[config.mk]
export PLATFORM = sky130hd
export DESIGN_NAME = pwm_peripheral_flat
export DESIGN_NICKNAME = d
export VERILOG_FILES = /design/src/rtl/pwm_peripheral_if.sv /design/src/rtl/pwm_peripheral.sv /design/src/flat_wrapper.sv
export SDC_FILE = /design/constraint.sdc
export NUM_CORES = 1
export LEC_CHECK = 0
export CAP_MARGIN = 0
export CORE_AREA = 2 2 108 131
export DETAILED_ROUTE_END_ITERATION = 10
export DIE_AREA = 0 0 110 133
export PLACE_DENSITY = 0.76
export SYNTH_ARGS = -nofsm -noshare
export SYNTH_HDL_FRONTEND = slang
export SYNTH_SLANG_ARGS = --single-unit
[constraint.sdc]
create_clock -name clk -period 2.25 [get_ports clk]
set_clock_uncertainty 0.2 [all_clocks]
set_input_delay 0.45 -clock clk [delete_from_list [all_inputs] [get_ports clk]]
set_output_delay 0.45 -clock clk [all_outputs]
set_load 0.01 [all_outputs]
[src/rtl/pwm_peripheral_if.sv]
// Control-register and output bundle between the SPI register block and the PWM peripheral.
interface pwm_peripheral_if;
  logic [7:0]  en_reg_out_7_0;
  logic [7:0]  en_reg_out_15_8;
  logic [7:0]  en_reg_pwm_7_0;
  logic [7:0]  en_reg_pwm_15_8;
  logic [7:0]  pwm_duty_cycle;
  logic [15:0] out;
  logic        period_start;

  modport master (
    output en_reg_out_7_0, en_reg_out_15_8, en_reg_pwm_7_0, en_reg_pwm_15_8, pwm_duty_cycle,
    input  out, period_start
  );

  modport slave (
    input  en_reg_out_7_0, en_reg_out_15_8, en_reg_pwm_7_0, en_reg_pwm_15_8, pwm_duty_cycle,
    output out, period_start
  );
endinterface

[src/rtl/pwm_peripheral.sv]
// 16-output PWM peripheral: sclk-domain control registers are synchronised and filtered into clk,
// duty is double-buffered at period boundaries, outputs are registered.

// One control register: 3-flop synchroniser plus a two-sample stability filter.
module pwm_sync_filter #(
    parameter int W = 8
) (
    input  logic         clk,
    input  logic         rst_n,
    input  logic [W-1:0] d,
    output logic [W-1:0] q
);
    logic [W-1:0] s1, s2, s3;

    always_ff @(posedge clk or negedge rst_n) begin
        if (!rst_n) begin
            s1 <= '0;
            s2 <= '0;
            s3 <= '0;
            q  <= '0;
        end else begin
            s1 <= d;
            s2 <= s1;
            s3 <= s2;
            // Only accept a value seen identically on two consecutive cycles.
            if (s2 == s3) q <= s2;
        end
    end
endmodule

module pwm_peripheral #(
    parameter int PRESCALE = 13
) (
    input  logic             clk,
    input  logic             rst_n,
    pwm_peripheral_if.slave  bus
);
    localparam int NUM_REGS  = 5;
    localparam int NUM_LANES = 16;
    localparam int PW        = (PRESCALE > 1) ? $clog2(PRESCALE) : 1;
    localparam logic [PW-1:0] PRE_LAST = PW'(PRESCALE - 1);

    logic [NUM_REGS-1:0][7:0] raw, comm;
    logic [NUM_LANES-1:0]     en_out, en_pwm, out_nxt;
    logic [7:0]               duty_c, duty_active, pwm_cnt;
    logic [PW-1:0]            presc;
    logic                     tick, wrap, level;

    assign raw = {bus.pwm_duty_cycle, bus.en_reg_pwm_15_8, bus.en_reg_pwm_7_0,
                  bus.en_reg_out_15_8, bus.en_reg_out_7_0};

    for (genvar g = 0; g < NUM_REGS; g++) begin : g_sync
        pwm_sync_filter #(.W(8)) u_sync (
            .clk   (clk),
            .rst_n (rst_n),
            .d     (raw[g]),
            .q     (comm[g])
        );
    end

    assign en_out = {comm[1], comm[0]};
    assign en_pwm = {comm[3], comm[2]};
    assign duty_c = comm[4];

    assign tick  = (presc == PRE_LAST);
    assign wrap  = tick && (pwm_cnt == 8'hFF);
    assign level = (duty_active == 8'hFF) ? 1'b1 : (pwm_cnt < duty_active);

    always_comb begin
        out_nxt = '0;
        for (int i = 0; i < NUM_LANES; i++)
            out_nxt[i] = en_out[i] & (en_pwm[i] ? level : 1'b1);
    end

    always_ff @(posedge clk or negedge rst_n) begin
        if (!rst_n) begin
            presc            <= '0;
            pwm_cnt          <= '0;
            duty_active      <= '0;
            bus.period_start <= 1'b0;
            bus.out          <= '0;
        end else begin
            presc            <= tick ? '0 : presc + 1'b1;
            if (tick) pwm_cnt <= pwm_cnt + 8'd1;
            // Duty committed on this same edge is not yet visible here; it lands next wrap.
            if (wrap) duty_active <= duty_c;
            bus.period_start <= wrap;
            bus.out          <= out_nxt;
        end
    end
endmodule

[src/flat_wrapper.sv]
// flat-port wrapper written by rule: the top's interface ports become plain ports
module pwm_peripheral_flat 
#(
    parameter int PRESCALE = 13
)
  (clk, rst_n, bus_en_reg_out_7_0, bus_en_reg_out_15_8, bus_en_reg_pwm_7_0, bus_en_reg_pwm_15_8, bus_pwm_duty_cycle, bus_out, bus_period_start);
  pwm_peripheral_if bus_i ();
  input  logic clk;
  input  logic rst_n;
  input wire logic [$bits(bus_i.en_reg_out_7_0)-1:0] bus_en_reg_out_7_0;
  input wire logic [$bits(bus_i.en_reg_out_15_8)-1:0] bus_en_reg_out_15_8;
  input wire logic [$bits(bus_i.en_reg_pwm_7_0)-1:0] bus_en_reg_pwm_7_0;
  input wire logic [$bits(bus_i.en_reg_pwm_15_8)-1:0] bus_en_reg_pwm_15_8;
  input wire logic [$bits(bus_i.pwm_duty_cycle)-1:0] bus_pwm_duty_cycle;
  output wire logic [$bits(bus_i.out)-1:0] bus_out;
  output wire logic [$bits(bus_i.period_start)-1:0] bus_period_start;
  assign bus_i.en_reg_out_7_0 = bus_en_reg_out_7_0;
  assign bus_i.en_reg_out_15_8 = bus_en_reg_out_15_8;
  assign bus_i.en_reg_pwm_7_0 = bus_en_reg_pwm_7_0;
  assign bus_i.en_reg_pwm_15_8 = bus_en_reg_pwm_15_8;
  assign bus_i.pwm_duty_cycle = bus_pwm_duty_cycle;
  assign bus_out = bus_i.out;
  assign bus_period_start = bus_i.period_start;
  pwm_peripheral #(.PRESCALE(PRESCALE)) u_core (.clk(clk), .rst_n(rst_n), .bus(bus_i));
endmodule
**Run 1: supply network**

Pins as bars on the die edge.
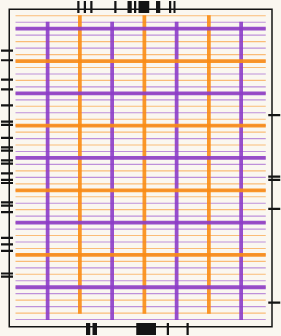
colour	net
orange	VDD
purple	VSS
met4 straps	7
rows	47
met1 rails	48
met5 straps	9
core area: 13500 sq um
Peak VDD IR: 0.472 mV

**Run 1: cell classes on the final placement**

Scale bar: 20 um.
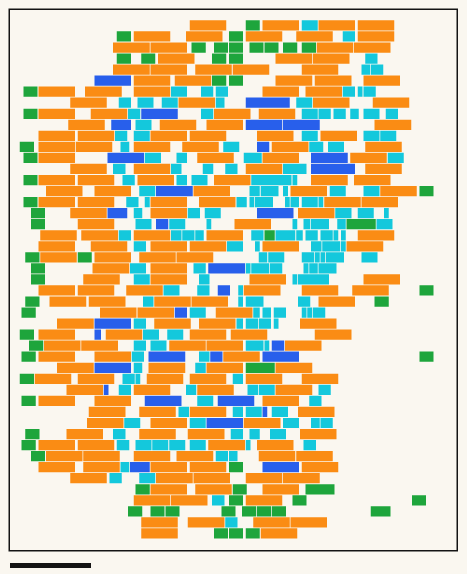
colour	class	cells	share of their area
orange	flip-flops	197	64%
green	other buffers and delay cells	63	8.5%
blue	clock drivers and dummy loads	31	7.6%
cyan	all other logic	179	20%
flop share of the area: 0.619
row cnt: 47
Final Util: 0.591
post-route cell area: 7960 sq um

**Run 1: clock wires, drivers and flops**

Scale bar: 20 um.
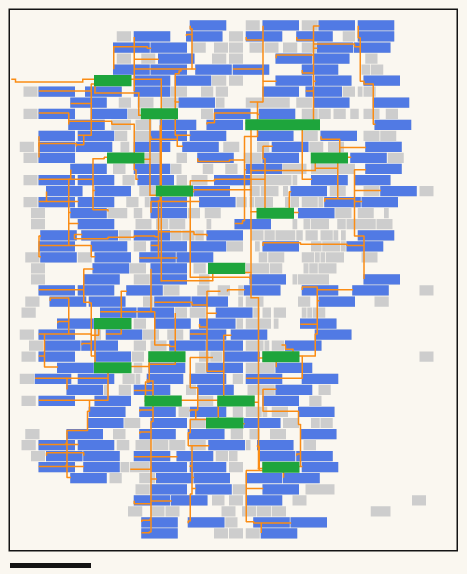
[green] cells driving clock nets | count: 17
[orange] clock wires | length: 1850 um
[blue] flip-flops | count: 197
routed clock nets	18
flops lie	all over the die
Clock power frac: 0.403
Clock net power: 2.96 mW
Clk Latency, worst-skew pair: 0.41 ns

==> job_summary.md, run 1 <==
## PnR job results

| Metric | Value |
|---|---|
| Status | finished, final reports clean |
| Inverters | 11 |
| Clock sinks | 197 |
| Die area | 14600 sq um |
| Worst Hold Class | flop to flop |
| Die X | 110 um |
| Critical R2R Launch | u_core.pwm_cnt[6] |
| Buffers excl. clock | 63 |
| Clkbuf count | 22 |
| Synth warn | 0 |
| Reg2Reg Depth | 6 |
| R2r endpoint | u_core.bus.out[2] |
| CP bufs+invs | 1 |
| Cycle use final | 0.942 |
| Slowest cell on the critical path | dfrtp_1 |
| Post-synth net total | between 400 and 500 |
| Initial antenna violation count | 0 |
| Logic area | about 1500 sq um |
| Setup crit start kind | flop |
| Fmax | approximately 470 MHz |
| Vias in the first global route | 3388 |
| PnR worst setup slack | approximately 0.13 ns |
| Final setup viols | 0 |
| Critical path's largest stage delay | roughly 0.45 ns |
| Cell Area, Synth | around 6500 sq um |
| Number of diodes | 0 |
| Multi-input gates | about 170 |
| Most frequent cell after synthesis | dfrtp_1 |
| Final-layout non-clock buffer area share | 0.0831 |
| Least-Margin Pin Slew | 0.395 ns |
| Area reported by Yosys stat | between 6000 and 7000 sq um |
| Cell count listed in synth_stat.txt | 378 |
| Reg2Reg Setup Slack | roughly 0.13 ns |
| P_leak | between 3 and 4 nW |
| Final min period | roughly 2.1 ns |
[run 1: routing by layer]
metal	routed length [um]	part of all wire	global-route usage	vias up
li1	-	-	-	1435
met1	4110	0.41	0.196	1554
met2	5330	0.53	0.256	49
met3	286	0.029	0.0369	21
met4	247	0.025	0.0668	0
met5	0	0	0	-
[run 1: registers in the layout (all words and copies together) (netlist names)]
| name | flops |
|---|---|
| u_core.bus.out | 16 |
| u_core.g_sync.u_sync.s1 | 40 |
| u_core.duty_active | 8 |
| u_core.bus.period_start | 1 |
| u_core.g_sync.u_sync.q | 40 |
| u_core.pwm_cnt | 8 |
| u_core.g_sync.u_sync.s2 | 40 |
| u_core.g_sync.u_sync.s3 | 40 |
| u_core.presc | 4 |
[run 1: kinds of logic after synthesis]
kind of cell    after synthesis  synth area share
xor+xnor                     48            0.0646
simple gates                 35            0.0321
mux                          49            0.0847
compound gates               26            0.0334
flops                       197             0.757
fa+ha+maj                    10            0.0192
buf+inv                      13           0.00884
[run 1: metrics by stage]
| stage | std cells | instance area (sq um) | util | hold slack (ns) |
|---|---|---|---|---|
| 2_1_floorplan | 378 | 6510 | - | -0.0456 |
| 3_3_place_gp | 609 | 7360 | 0.547 | 0.131 |
| 3_5_place_dp | 609 | 7360 | 0.547 | 0.135 |
| 4_1_cts | 641 | 7960 | 0.591 | 0.149 |
| 5_1_grt | 641 | 7960 | 0.591 | 0.156 |
| 6_report | 641 | 7960 | 0.591 | 0.147 |
[run 1: power by group]
group,switching [mW],total [mW],internal [mW]
logic,0.178,0.449,0.270
clock network,1.23,2.96,1.74
registers,0.145,3.94,3.80
[run 1: timing repair]
item,4_1_cts,5_1_grt
buffers inserted,0,0
endpoints found under the setup margin,0,1
hold buffers,1,0
endpoints found under the hold margin,42,0
resized,0,1
==> run 1 -> run 2 <==
--- a/config.mk
+++ b/config.mk
@@ -5,11 +5,13 @@
 export SDC_FILE = /design/constraint.sdc
 export NUM_CORES = 1
 export LEC_CHECK = 0
+export ABC_AREA = 0
 export CAP_MARGIN = 0
 export CORE_AREA = 2 2 108 131
 export DETAILED_ROUTE_END_ITERATION = 10
 export DIE_AREA = 0 0 110 133
 export PLACE_DENSITY = 0.76
+export SETUP_SLACK_MARGIN = 0.02
 export SYNTH_ARGS = -nofsm -noshare
 export SYNTH_HDL_FRONTEND = slang
 export SYNTH_SLANG_ARGS = --single-unit
**Run 2: clock wires, drivers and flops**

Scale bar: 20 um.
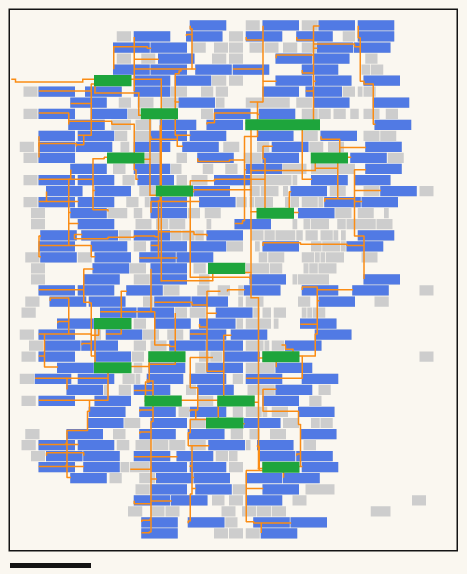
[green] cells driving clock nets | count: 17
[blue] flip-flops | count: 197
[orange] clock wires | length: 1850 um
routed clock nets	18
flops lie	all over the die

==> run 2 against run 1 <==
Net effect:
- setup slack unchanged
- sequential power about the same
- fmax unchanged
- register-to-register slack about the same
- first-iteration DRC count unchanged
- worst hold slack unchanged
- largest cell class unchanged
- die size unchanged
- largest power group unchanged
==> job_summary.md, run 2 <==
## PnR job results

| Metric | Value |
|---|---|
| Max FO, Critical Path | 16 |
| Critical R2R Launch | u_core.pwm_cnt[6] |
| First-pass DRT Iterations | 4 |
| Cell count listed in synth_stat.txt | roughly 380 |
| Final min period | roughly 2.1 ns |
| Worst Hold Class | flop to flop |
| Synth Area in Compound Gates | 0.0334 |
| Die X | approximately 110 um |
| Comb area leader | multiplexers |
| # Post-CTS Setup Buffers | 0 |
| Reg2Reg Setup Slack | between 0.1 and 0.15 ns |
| Peak VDD IR | ~0.47 mV |
| Cycle use final | 0.942 |
| Simple Share, Synth | 0.0321 |
| Number of diodes | 0 |
| P_leak | about 3.7 nW |
| Adder share | 0.0192 |
| Setup crit start kind | flop |
| Clk Latency, worst-skew pair | around 0.41 ns |
| Fmax | roughly 470 MHz |
| Final Util | 0.591 |
| Vias in the first global route | 3388 |
| Hold buffer count at CTS | 1 |
| Initial antenna violation count | 0 |
| Slowest cell on the critical path | dfrtp_1 |
| Least-Margin Pin Slew | between 0.3 and 0.4 ns |
| CP bufs+invs | 1 |
| Crit path DRT | about 2.4 ns |
| Cell Area, Synth | roughly 6500 sq um |
| Post-synth net total | between 400 and 500 |
| Core area | approximately 13000 sq um |
| RSZ-0062 raised after global routing | no |
| Mux frac, synth | 0.0847 |
| Final setup viols | 0 |
| Fin. Hold Viols | 0 |
| Most frequent cell after synthesis | dfrtp_1 |
| Die area | around 15000 sq um |
| GP Congestion | approximately 0.78 |
| XOR/XNOR Fraction of Synth Area | 0.0646 |
| Status | finished, final reports clean |
| Area reported by Yosys stat | 6510 sq um |
| I/O pin count | 59 |
| Post-CTS sizing | 0 |
**Run 2: clock routing**

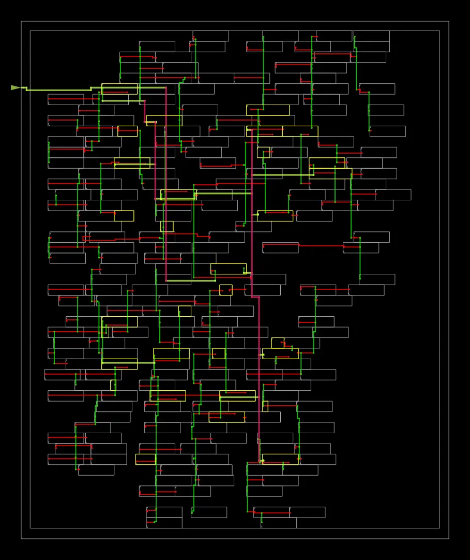
seq_cells: 197
number of buffers created by CTS: 17
clock sinks: 197
clkbuf count: 22

## run 2: cell counts in the layout (fill, tap and decap cells not counted)
Identical to the previous run, type by type.
## run 2: layer usage
layer / GRT usage / up-vias / wire (um)
met3: 0.0369 / 21 / 286
met1: 0.196 / 1554 / 4110
met5: 0 / - / 0
met2: 0.256 / 49 / 5330
li1: - / 1435 / -
met4: 0.0668 / 0 / 247
## run 2: through the flow
stage / instances / hold WS, ns / setup WS (ns) / cell area, sq um
2_1_floorplan: 378 / -0.0456 / 0.259 / 6510
3_3_place_gp: 609 / 0.131 / 0.275 / 7360
3_5_place_dp: 609 / 0.135 / 0.177 / 7360
4_1_cts: 641 / 0.149 / 0.0435 / 7960
5_1_grt: 641 / 0.156 / 0.0583 / 7960
6_report: 641 / 0.147 / 0.130 / 7960
## run 2: power by group
group	switching (mW)	internal [mW]
registers	0.145	3.80
clock network	1.23	1.74
logic	0.178	0.270
total	1.55	5.81
## run 2: path summary, 6_finish.rpt
check,endpoint,depth (start not counted)
setup / recovery,u_core.bus.out[2],6
hold / removal,u_core.g_sync[3].u_sync.s2[4],0
setup reg to reg,u_core.bus.out[2],6
hold reg to reg,u_core.g_sync[3].u_sync.s2[4],0
max in group asynchronous,u_core.g_sync[2].u_sync.s1[5],3
min in group asynchronous,u_core.g_sync[3].u_sync.s1[4],2
## run 2: final cells by class
| cell class | count | area [sq um] | area share |
|---|---|---|---|
| Sequential cell | 197 | 4930 | 0.619 |
| Multi-Input combinational cell | 168 | 1520 | 0.191 |
| Timing Repair Buffer | 63 | 662 | 0.0831 |
| Clock buffer | 22 | 474 | 0.0596 |
| Tap cell | 171 | 214 | 0.0269 |
| Clock inverter | 9 | 118 | 0.0148 |
| Inverter | 11 | 41.3 | 0.00519 |
Power figures rest on the tool's default switching activity, not on a simulated workload.
